File: config.mk
export PLATFORM = sky130hd
export DESIGN_NAME = mem_rd_arbiter
export DESIGN_NICKNAME = d
export VERILOG_FILES = /design/src/rtl/mem_rd_arbiter_pkg.sv /design/src/rtl/mem_rd_arbiter_rd_req_slot.sv /design/src/rtl/mem_rd_arbiter.sv
export SDC_FILE = /design/constraint.sdc
export NUM_CORES = 1
export LEC_CHECK = 0
export CORE_AREA = 5 5 191 193
export DETAILED_ROUTE_END_ITERATION = 10
export DIE_AREA = 0 0 196 198
export PLACE_DENSITY_LB_ADDON = 0.2
export SLEW_MARGIN = 20
export SYNTH_ARGS = -nofsm -noshare
export SYNTH_HDL_FRONTEND = slang
export SYNTH_SLANG_ARGS = --single-unit
File: constraint.sdc
create_clock -name cpu_clk -period 4.2 [get_ports cpu_clk]
set_input_delay 0.42 -clock cpu_clk [delete_from_list [all_inputs] [get_ports cpu_clk]]
set_output_delay 0.42 -clock cpu_clk [all_outputs]
set_load 0.02 [all_outputs]
File: src/rtl/mem_rd_arbiter_pkg.sv
// Shared definitions for the memory read-bus arbiter: port identifiers,
// arbiter state encodings and the default refill block width.
package mem_rd_arbiter_pkg;

    localparam logic PORT_IC = 1'b0;
    localparam logic PORT_DC = 1'b1;

    localparam logic [0:0] ARB_IDLE = 1'b0;
    localparam logic [0:0] ARB_WAIT = 1'b1;

    localparam int BLK_SIZE_DEFAULT = 128;

endpackage

File: src/rtl/mem_rd_arbiter_rd_req_slot.sv
// One-entry pending read request register: captures a cache's ren/addr
// pulse and holds it until the arbiter grants it to memory.
module rd_req_slot
    import mem_rd_arbiter_pkg::*;
#(
    parameter int ADDR_W = 32
) (
    input  logic              clk,
    input  logic              rst,
    input  logic              capture,
    input  logic              clear,
    input  logic [3:0]        cap_ren,
    input  logic [ADDR_W-1:0] cap_addr,
    output logic              valid,
    output logic [3:0]        ren,
    output logic [ADDR_W-1:0] addr
);

    // Capture only happens into an empty slot and a grant only clears a full one,
    // so the two never coincide; clear is still given priority for safety.
    always_ff @(posedge clk or posedge rst) begin
        if (rst) begin
            valid <= 1'b0;
            ren   <= '0;
            addr  <= '0;
        end else if (clear) begin
            valid <= 1'b0;
        end else if (capture) begin
            valid <= 1'b1;
            ren   <= cap_ren;
            addr  <= cap_addr;
        end
    end

endmodule

File: src/rtl/mem_rd_arbiter.sv
// Arbitrates the single main-memory read bus between ICache and DCache refills.
// Default build uses fixed DCache priority; define ARB_RR_EN for round-robin.
module mem_rd_arbiter
    import mem_rd_arbiter_pkg::*;
#(
    parameter int ADDR_W   = 32,
    parameter int BLK_SIZE = BLK_SIZE_DEFAULT
) (
    input  logic                cpu_clk,
    input  logic                cpu_rst,
    input  logic [3:0]          ic_ren,
    input  logic [ADDR_W-1:0]   ic_raddr,
    output logic                ic_rrdy,
    output logic                ic_rvalid,
    output logic [BLK_SIZE-1:0] ic_rdata,
    input  logic [3:0]          dc_ren,
    input  logic [ADDR_W-1:0]   dc_raddr,
    output logic                dc_rrdy,
    output logic                dc_rvalid,
    output logic [BLK_SIZE-1:0] dc_rdata,
    input  logic                mem_rrdy,
    output logic [3:0]          mem_ren,
    output logic [ADDR_W-1:0]   mem_raddr,
    input  logic                mem_rvalid,
    input  logic [BLK_SIZE-1:0] mem_rdata
);

    logic [0:0]        state;
    logic              owner;
    logic              ic_v, dc_v;
    logic [3:0]        ic_slot_ren, dc_slot_ren;
    logic [ADDR_W-1:0] ic_slot_addr, dc_slot_addr;
    logic              grant;
    logic              winner;
    logic              ic_clear, dc_clear;

`ifdef ARB_RR_EN
    logic last_grant;
`endif

    // A port is busy while its request is queued or while its read is in flight.
    assign ic_rrdy = !ic_v && !((state != ARB_IDLE) && (owner == PORT_IC));
    assign dc_rrdy = !dc_v && !((state != ARB_IDLE) && (owner == PORT_DC));

    rd_req_slot #(.ADDR_W(ADDR_W)) u_ic_slot (
        .clk      (cpu_clk),
        .rst      (cpu_rst),
        .capture  ((ic_ren != 4'd0) && ic_rrdy),
        .clear    (ic_clear),
        .cap_ren  (ic_ren),
        .cap_addr (ic_raddr),
        .valid    (ic_v),
        .ren      (ic_slot_ren),
        .addr     (ic_slot_addr)
    );

    rd_req_slot #(.ADDR_W(ADDR_W)) u_dc_slot (
        .clk      (cpu_clk),
        .rst      (cpu_rst),
        .capture  ((dc_ren != 4'd0) && dc_rrdy),
        .clear    (dc_clear),
        .cap_ren  (dc_ren),
        .cap_addr (dc_raddr),
        .valid    (dc_v),
        .ren      (dc_slot_ren),
        .addr     (dc_slot_addr)
    );

    always_comb begin
        winner = PORT_IC;
        if (ic_v && dc_v) begin
`ifdef ARB_RR_EN
            winner = (last_grant == PORT_DC) ? PORT_IC : PORT_DC;
`else
            winner = PORT_DC;
`endif
        end else if (dc_v) begin
            winner = PORT_DC;
        end
    end

    assign grant    = (state == ARB_IDLE) && mem_rrdy && (ic_v || dc_v);
    assign ic_clear = grant && (winner == PORT_IC);
    assign dc_clear = grant && (winner == PORT_DC);

    // IDLE issues one registered read pulse per grant; WAIT holds the address
    // until the block returns, leaving a mandatory dead IDLE cycle between reads.
    always_ff @(posedge cpu_clk or posedge cpu_rst) begin
        if (cpu_rst) begin
            state     <= ARB_IDLE;
            owner     <= PORT_IC;
            mem_ren   <= 4'd0;
            mem_raddr <= '0;
        end else begin
            case (state)
                ARB_IDLE: begin
                    if (grant) begin
                        mem_ren   <= (winner == PORT_DC) ? dc_slot_ren : ic_slot_ren;
                        mem_raddr <= (winner == PORT_DC) ? dc_slot_addr : ic_slot_addr;
                        owner     <= winner;
                        state     <= ARB_WAIT;
                    end else begin
                        mem_ren <= 4'd0;
                    end
                end
                default: begin
                    mem_ren <= 4'd0;
                    if (mem_rvalid) begin
                        state <= ARB_IDLE;
                    end
                end
            endcase
        end
    end

`ifdef ARB_RR_EN
    always_ff @(posedge cpu_clk or posedge cpu_rst) begin
        if (cpu_rst) begin
            last_grant <= PORT_DC;
        end else if (grant) begin
            last_grant <= winner;
        end
    end
`endif

    // Data fans out to both caches; only the owner's rvalid qualifies it.
    assign ic_rvalid = (state == ARB_WAIT) && mem_rvalid && (owner == PORT_IC);
    assign dc_rvalid = (state == ARB_WAIT) && mem_rvalid && (owner == PORT_DC);
    assign ic_rdata  = mem_rdata;
    assign dc_rdata  = mem_rdata;

endmodule

Figure 1. Metal layers overlaid.
Two of the layers only.
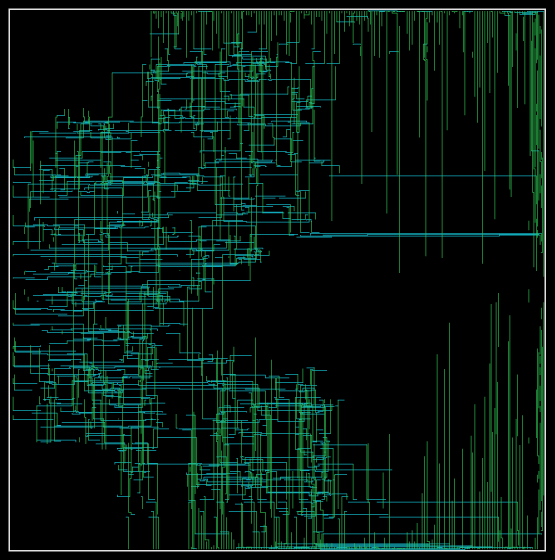
[green] metal 2 | wire length: 11900 um
[cyan] metal 1 | wire length: 7630 um
final WL: 26700 um
via count: 3516
wire per inst: 29.57 um
total track usage: 0.1312

Figure 2. Gate families picked out.
Scale bar: 50 um.
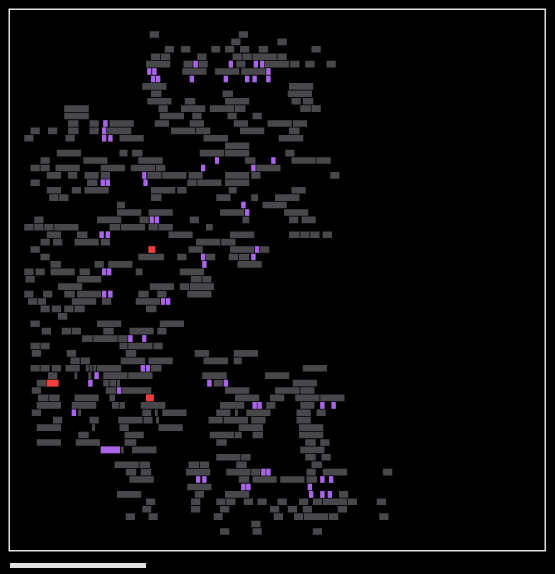
[purple] inverting AOI/OAI gates | cells: 69 | most used: o21ai_0
[red] AND-OR and OR-AND gates | cells: 3
Comb area share: 0.2597
Finished Layout Cells: 903
Top cell excl fill/tap: clkdlybuf4s50_1

==> impl_metrics.yaml <==
# synthesis and place-and-route metrics
placement:
  post-place-ws_ns: 1.676
  io_buffers: 115
  dpl.hpwl_um: 21890
power:
  combPwrFrac: 0.424
  powerClk_w: 0.000891
  power_switching_w: 0.001761
  switching_share: 0.3517
  clkPwrFrac: 0.178
final_timing:
  setup_ws_ns: 1.723
  relSlewSlack: 0.4715
  fin_setup_tns_ns: 0
critical_path:
  arrival_ns: 2.71
  start_kind: "flip-flop"
  cpPeakStageDelay_ns: 0.70
  crit_family: "AND-OR/OR-AND gates"
  crit_end: "u_dc_slot.addr[21]"
  worst-endpoint-required_ns: 4.44
  cp_num_buf_inv: 1
  reg2reg_to: "u_dc_slot.addr[21]"
synth:
  ys_seq_frac: 0.4238
  synth_area_per_cell_sq_um: 11.29
  most_common_cell: "buf_4"
  ys_sh_simple: 0.008891
  numSynthFlops: 112
  synthAdderAreaFrac: 0
  synth_area_sq_um: 6614
  yosysTopAreaCellShare: 0.4238
  ys_chip_area_sq_um: 6614
route:
  via_per_inst: 3.894
  drc: 0
cells_and_area:
  register_area_sq_um: 2804
  fillers: 3764
  layout_top_cells: "clkdlybuf4s50_1, dfrtp_1, o21ai_0"
min_path:
  min_path_type: "reg2reg"
global_route:
  grt_first_pass_wirelength_um: 35350
  antenna_found_initial: 5
  grt_pass1_vias: 3816
floorplan:
  fp_util: 0.1924
  fp.dieW_um: 196
clocking:
  cts_resized: 0
  cts_setup_buffers: 0
  holdBufCountCts: 0
run_status:
  status: "complete, no violations"
Figure 3. Pin placement.
Pins as bars across the die edge, other pins in grey.
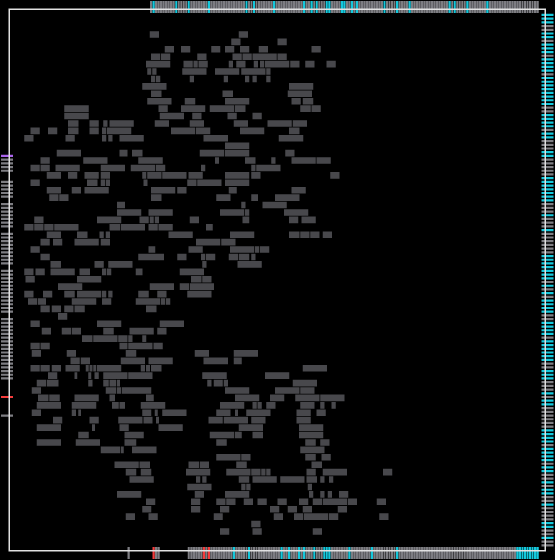
[cyan] `dc_rdata` | pins: 128 | direction: output | edge: 83 east, 23 north, 22 south
[red] `mem_ren` | pins: 4 | direction: output | edge: 3 south, 1 west
[purple] `cpu_clk` | pins: 1 | direction: input | edge: west
all pins by edge: 155 north, 144 east, 144 south, 57 west

Figure 4. Clock wiring as the flow saved it.
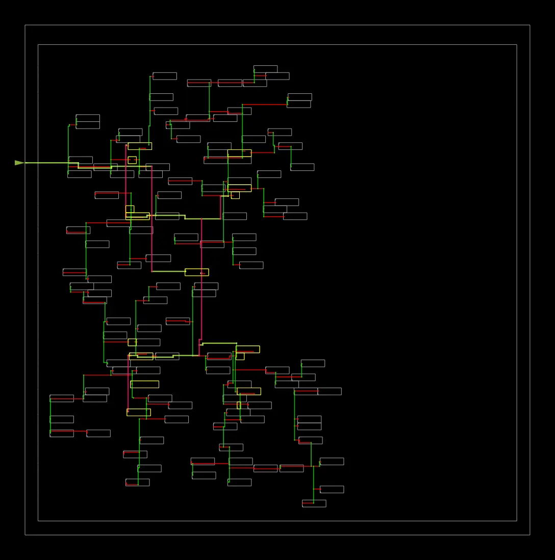
clk_skew: 0.01502 ns
CLK BUF: 10
number of buffers created by CTS: 9
flip-flops: 112
Late-Pin Clk Latency: 0.36 ns

==> area by class of cell <==
cell class                 count  area share
antenna                        1   0.0003764
clock buffer                  10     0.03444
clock inverter                 6     0.01110
inverter                       4    0.003011
multi-input combinational    192      0.2597
sequential                   112      0.4217
tap                          455     0.08562
timing repair buffer         123      0.1840
==> flip-flops by register name (all words and copies together), names as in the netlist <==
register	count
u_dc_slot.valid	1
u_dc_slot.ren	4
state	1
u_ic_slot.valid	1
u_ic_slot.ren	4
u_ic_slot.addr	32
mem_raddr	32
mem_ren	4
u_dc_slot.addr	32
owner	1
==> layer usage <==
layer / GRT usage / vias up / wire length, um
met1: 0.1121 / 1630 / 7628
met2: 0.1972 / 441 / 11890
met3: 0.1582 / 35 / 6677
met4: 0.02457 / 12 / 265
li1: - / 1398 / -
met5: 0.03210 / - / 239
Power figures rest on the tool's default switching activity, not on a simulated workload.
